### src/rtl/alu_pkg.sv
// Shared opcode encodings and defaults for the Bully datapath ALU.
package alu_pkg;

  localparam int ALU_BUS_WIDTH = 32;

  typedef logic [3:0] opcode_t;

  localparam opcode_t OP_NUL = 4'b0000;
  localparam opcode_t OP_ADD = 4'b0001;
  localparam opcode_t OP_SUB = 4'b0010;
  localparam opcode_t OP_XOR = 4'b0011;
  localparam opcode_t OP_AND = 4'b0100;
  localparam opcode_t OP_OR  = 4'b1000;

endpackage

### src/rtl/alu_if.sv
// Operand/result bundle between register-file reads and the ALU.
interface alu_if
  import alu_pkg::*;
#(
  parameter int BUS_WIDTH = ALU_BUS_WIDTH
) ();

  opcode_t              opcode;
  logic [BUS_WIDTH-1:0] num_0;
  logic [BUS_WIDTH-1:0] num_1;
  logic [BUS_WIDTH-1:0] num_out;
  logic                 over_flag;
  logic                 zero_flag;
  logic                 greater_flag;
  logic                 equal_flag;

  modport master (
    output opcode,
    output num_0,
    output num_1,
    input  num_out,
    input  over_flag,
    input  zero_flag,
    input  greater_flag,
    input  equal_flag
  );

  modport slave (
    input  opcode,
    input  num_0,
    input  num_1,
    output num_out,
    output over_flag,
    output zero_flag,
    output greater_flag,
    output equal_flag
  );

endinterface

### src/rtl/alu_comb.sv
// Combinational ALU core: result plus overflow/zero/greater/equal flags.
module alu_comb
  import alu_pkg::*;
#(
  parameter int BUS_WIDTH = ALU_BUS_WIDTH
) (
  input  opcode_t              opcode_i,
  input  logic [BUS_WIDTH-1:0] num_0_i,
  input  logic [BUS_WIDTH-1:0] num_1_i,
  output logic [BUS_WIDTH-1:0] result_o,
  output logic                 over_o,
  output logic                 zero_o,
  output logic                 greater_o,
  output logic                 equal_o
);

  localparam int MSB = BUS_WIDTH - 1;

  logic is_add;
  logic is_sub;
  logic is_xor;
  logic is_and;
  logic is_or;

  assign is_add = (opcode_i == OP_ADD);
  assign is_sub = (opcode_i == OP_SUB);
  assign is_xor = (opcode_i == OP_XOR);
  assign is_and = (opcode_i == OP_AND);
  assign is_or  = (opcode_i == OP_OR);

  logic [BUS_WIDTH-1:0] addend;
  logic [BUS_WIDTH-1:0] cin;
  logic [BUS_WIDTH-1:0] sum;
  logic                 sum_ov;

  // SUB reuses the adder as num_0 + ~num_1 + 1
  assign addend = is_sub ? ~num_1_i : num_1_i;
  assign cin    = {{(BUS_WIDTH-1){1'b0}}, is_sub};
  assign sum    = num_0_i + addend + cin;

  // Same-sign adder inputs with a flipped result sign
  assign sum_ov = (num_0_i[MSB] == addend[MSB]) &&
                  (sum[MSB] != num_0_i[MSB]);

  always_comb begin
    result_o = '0;
    over_o   = 1'b0;
    unique case (1'b1)
      is_add,
      is_sub: begin
        result_o = sum;
        over_o   = sum_ov;
      end
      is_xor: result_o = num_0_i ^ num_1_i;
      is_and: result_o = num_0_i & num_1_i;
      is_or:  result_o = num_0_i | num_1_i;
      default: result_o = '0;
    endcase
  end

  assign zero_o    = (result_o == '0);
  assign greater_o = ($signed(num_0_i) > $signed(num_1_i));
  assign equal_o   = (num_0_i == num_1_i);

endmodule

### src/rtl/alu_unit.sv
// Registered integer ALU: one operation per cycle, one cycle of latency.
module alu_unit
  import alu_pkg::*;
#(
  parameter int BUS_WIDTH = ALU_BUS_WIDTH
) (
  input logic  clk,
  input logic  rst_n,
  alu_if.slave bus
);

  logic [BUS_WIDTH-1:0] num_out_d;
  logic [BUS_WIDTH-1:0] num_out_q;
  logic                 over_d;
  logic                 over_q;
  logic                 zero_d;
  logic                 zero_q;
  logic                 greater_d;
  logic                 greater_q;
  logic                 equal_d;
  logic                 equal_q;

  alu_comb #(
    .BUS_WIDTH (BUS_WIDTH)
  ) u_comb (
    .opcode_i  (bus.opcode),
    .num_0_i   (bus.num_0),
    .num_1_i   (bus.num_1),
    .result_o  (num_out_d),
    .over_o    (over_d),
    .zero_o    (zero_d),
    .greater_o (greater_d),
    .equal_o   (equal_d)
  );

  // Zero flag resets high to stay consistent with a zero result
  always_ff @(posedge clk or negedge rst_n) begin
    if (!rst_n) begin
      num_out_q <= '0;
      over_q    <= 1'b0;
      zero_q    <= 1'b1;
      greater_q <= 1'b0;
      equal_q   <= 1'b0;
    end else begin
      num_out_q <= num_out_d;
      over_q    <= over_d;
      zero_q    <= zero_d;
      greater_q <= greater_d;
      equal_q   <= equal_d;
    end
  end

  assign bus.num_out      = num_out_q;
  assign bus.over_flag    = over_q;
  assign bus.zero_flag    = zero_q;
  assign bus.greater_flag = greater_q;
  assign bus.equal_flag   = equal_q;

endmodule

### src/flat_wrapper.sv
// flat-port wrapper written by rule: the top's interface ports become plain ports
module alu_unit_flat import alu_pkg::*;
#(
  parameter int BUS_WIDTH = ALU_BUS_WIDTH
)
  (clk, rst_n, bus_opcode, bus_num_0, bus_num_1, bus_num_out, bus_over_flag, bus_zero_flag, bus_greater_flag, bus_equal_flag);
  alu_if #(.BUS_WIDTH(BUS_WIDTH)) bus_i ();
  input logic clk;
  input logic rst_n;
  input wire logic [$bits(bus_i.opcode)-1:0] bus_opcode;
  input wire logic [$bits(bus_i.num_0)-1:0] bus_num_0;
  input wire logic [$bits(bus_i.num_1)-1:0] bus_num_1;
  output wire logic [$bits(bus_i.num_out)-1:0] bus_num_out;
  output wire logic [$bits(bus_i.over_flag)-1:0] bus_over_flag;
  output wire logic [$bits(bus_i.zero_flag)-1:0] bus_zero_flag;
  output wire logic [$bits(bus_i.greater_flag)-1:0] bus_greater_flag;
  output wire logic [$bits(bus_i.equal_flag)-1:0] bus_equal_flag;
  assign bus_i.opcode = bus_opcode;
  assign bus_i.num_0 = bus_num_0;
  assign bus_i.num_1 = bus_num_1;
  assign bus_num_out = bus_i.num_out;
  assign bus_over_flag = bus_i.over_flag;
  assign bus_zero_flag = bus_i.zero_flag;
  assign bus_greater_flag = bus_i.greater_flag;
  assign bus_equal_flag = bus_i.equal_flag;
  alu_unit #(.BUS_WIDTH(BUS_WIDTH)) u_core (.clk(clk), .rst_n(rst_n), .bus(bus_i));
endmodule
### config.mk
export PLATFORM = sky130hd
export DESIGN_NAME = alu_unit_flat
export DESIGN_NICKNAME = d
export VERILOG_FILES = /design/src/rtl/alu_pkg.sv /design/src/rtl/alu_if.sv /design/src/rtl/alu_comb.sv /design/src/rtl/alu_unit.sv /design/src/flat_wrapper.sv
export SDC_FILE = /design/constraint.sdc
export NUM_CORES = 1
export LEC_CHECK = 0
export ABC_AREA = 1
export CAP_MARGIN = 15
export CORE_ASPECT_RATIO = 0.6
export CORE_MARGIN = 2
export CORE_UTILIZATION = 30
export DETAILED_ROUTE_END_ITERATION = 8
export PLACE_DENSITY_LB_ADDON = 0.2
export RECOVER_POWER = 100
export SYNTH_ARGS = -nofsm -noshare
export SYNTH_HDL_FRONTEND = slang
export SYNTH_HIERARCHICAL = 1
export SYNTH_SLANG_ARGS = --single-unit
### constraint.sdc
create_clock -name clk -period 0.8 [get_ports clk]
set_input_delay 0.16 -clock clk [delete_from_list [all_inputs] [get_ports clk]]
set_output_delay 0.16 -clock clk [all_outputs]
set_load 0.01 [all_outputs]
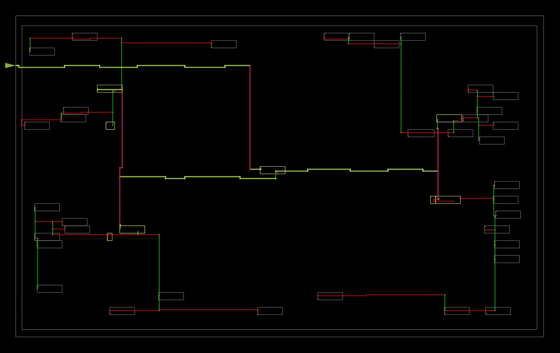
clock_nets.png
sequential cells: 36
clock buffers: 5
CTS Buf Count: 5
P_clk: 2.16 mW
# clock sinks: 36

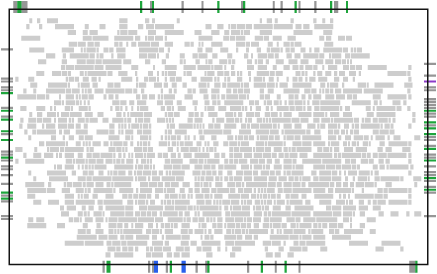
pinout.png
Pins as bars across the die edge, other pins in gray.
Blue is `bus_opcode`, pins 4, direction input, edge bottom. Green is `bus_num_0`, pins 32, direction input, edge 9 top, 8 right, 8 left, 7 bottom. Purple is `bus_equal_flag`, pins 1, direction output, edge right.
Die X: 193.8 um
I/O Buffers: 105
Die H: 117.9 um

==> impl_metrics.json <==
{
  "warnings": 98,
  "fin_area_um2": 13330,
  "grt_busiest_layer": "met1",
  "cp.depth": 21,
  "grt_use_met3": 0.03668,
  "critPathLaunchType": "input port",
  "wl_met2_mm": 12.33,
  "cts_tree": "done",
  "adder_share": 0.2558,
  "drive_gt1_frac": 0.6404,
  "postSynthSeqShare": 0.1391,
  "min_period_ps": 2632,
  "grt_antenna_before_repair": 0,
  "ys_cells": 994,
  "path_delay_family": "simple AND/OR/NAND/NOR gates",
  "critPathLaunch": "bus_opcode[2]",
  "synthArstFlopShare": 1.000,
  "n_antenna_cell": 0,
  "aoi_share": 0.1217,
  "syn_area_per_cell_um2": 6.524,
  "gp_congestion": 0.9472,
  "drc": 0,
  "tightest_slew_ps": 417.8,
  "path_cells": "buf_6 -> nor2_4 -> nand2_8 -> buf_16 -> xor2_2 -> ha_1 -> buf_6 -> buf_6 -> inv_4 -> o21ai_4 -> nand2_2 -> nand2_4 -> buf_6 -> nand2_4 -> nand3_2 -> nand2_2 -> nand3_2 -> nand4_1 -> nor2_4 -> nand3_2 -> nor3_2",
  "netlist_area_um2": 6485,
  "xor_share": 0.04322,
  "final_util": 0.6321,
  "preCtsSetupSlack_ps": -2977,
  "use_met2": 0.3509,
  "violations": "setup timing",
  "wirelength_mm": 29.74,
  "critPathSlowestCell": "ha_1",
  "edf_count": 0,
  "worstPathArrival_ps": 2870,
  "holdPathEnd": "u_core/bus.over_flag",
  "overflow": 0,
  "yosys.cell_types.count": 47,
  "clkTransAtPathRegs_ps": 60,
  "grtUsageMet1": 0.3894,
  "vias": 8234,
  "hpwlAfterDp_mm": 21.67,
  "ys_area_um2": 6485,
  "mux_area_frac": 0,
  "grt_max_degree": 37,
  "ios": 106,
  "met1_length_mm": 15.33,
  "relSlewSlack": 0.7212,
  "first_global_vias": 7999,
  "placed_cell_area_um2": 10080,
  "syn2layout_area_growth_pct": 105.5,
  "wl_met3_mm": 1.617,
  "crit_top_cell": "buf_6",
  "mostFrequentLayoutCells": "buf_4 (242), nand2_1 (114), buf_6 (107)",
  "syn_nets": 1196,
  "yosys_warnings": 6,
  "vias_per_cell": 4.804,
  "htree_levels": 2,
  "die_area_um2": 22850,
  "initial_core_util": 0.3076,
  "power.density_cell_area_nw_per_um2": 1033,
  "track_usage": 0.2469,
  "fmax_ghz": 0.3799,
  "final_hold_viol_count": 0,
  "cp-end-kind": "flip-flop",
  "cp.required_ps": 1040,
  "postRouteAntennaNets": 0,
  "endpoint": "u_core/bus.zero_flag",
  "cts-root-buf": "clkbuf_16",
  "critical_path.max_fanout": 7,
  "rsz0062_at_grt": "true",
  "largest_reg_flops": 32,
  "rows": 41,
  "outcome": "finished, violations left",
  "ys_sh_simple": 0.3099,
  "finalSetupViolCount": 72,
  "clock_path_buffers": 2,
  "ys_ff": 36,
  "hp-class": "input port to flip-flop",
  "drt_iter0_drc": 485,
  "p_leak_nw": 6.778,
  "fp.coreArea_um2": 21080,
  "ys.flop_type": "dfrtp_1",
  "nets": 1636,
  "fin_ws_ps": -1832,
  "min_period_over_period": 3.290,
  "vdd_drop_max_mv": 0.8496,
  "drv_slew": 0,
  "maxCapViolations": 0,
  "critical_path_class": "input port to flip-flop",
  "final_common_cell": "buf_4",
  "top_logic_kind": "simple AND/OR/NAND/NOR gates",
  "synth_cells": 994,
  "crit_buf_inv": 6,
  "min_path_cells": 3,
  "firstDrtPassIters": 5,
  "crit_path_max_incr_delay_ps": 340,
  "routed.top_layer": "met4",
  "worstHoldStart": "bus_num_0[31]",
  "grt_pass1_wl_mm": 43.93,
  "wire_per_inst_um": 17.35
}
==> area by class of cell <==
cell class	instances	area (um2)
fillers	1753	7757
multi-input cells	739	7289
repair buffers	447	3807
flip-flops and latches	36	902.1
inverters	205	834.6
well taps	279	349.1
clock buffers	5	125.1
clock inverters	3	18.77
==> per-stage QoR <==
step	setup TNS, ps	std cells	hold slack, ps	total power, mW
global placement	-80250	1624	157.0	8.330
finish	-52410	1714	323.6	13.77
global route	-56270	1714	361.7	14.54
CTS	-57040	1697	330.9	12.35
detailed placement	-81240	1624	154.4	8.355
floorplan	-37390	994	-135.6	5.070
==> where the power goes <==
group | internal (mW) | total, mW | switching (mW)
Clock | 1.15 | 2.16 | 1.01
Sequential | 1.98 | 2.03 | 0.0452
Combinational | 4.51 | 9.58 | 5.06
==> repair_timing <==
action	in CTS	in global routing
cloned	2	0
pin swaps	194	185
hold endpoints to repair	35	0
resized	687	313
setup buffers	73	36
setup endpoints to repair	72	72
hold buffers	1	0
==> Yosys cell counts (4+ instances only) <==
master | number | area share
buf_2 | 9 | 0.0069
nand4_1 | 13 | 0.013
nand3_2 | 6 | 0.0093
nor3_2 | 4 | 0.0062
inv_2 | 23 | 0.013
nor2_2 | 9 | 0.0087
o21bai_1 | 6 | 0.0069
nand3b_1 | 8 | 0.0093
o22ai_1 | 14 | 0.014
nor2_1 | 75 | 0.043
a21oi_1 | 59 | 0.046
nor3_1 | 9 | 0.0069
ha_1 | 131 | 0.25
nand2_1 | 228 | 0.13
dfrtp_1 | 35 | 0.14
o21ai_0 | 24 | 0.019
inv_1 | 181 | 0.10
a221oi_1 | 8 | 0.011
xor2_1 | 31 | 0.042
nand2_2 | 17 | 0.016
nand3_1 | 62 | 0.048
Power and IR drop assume default switching activity.
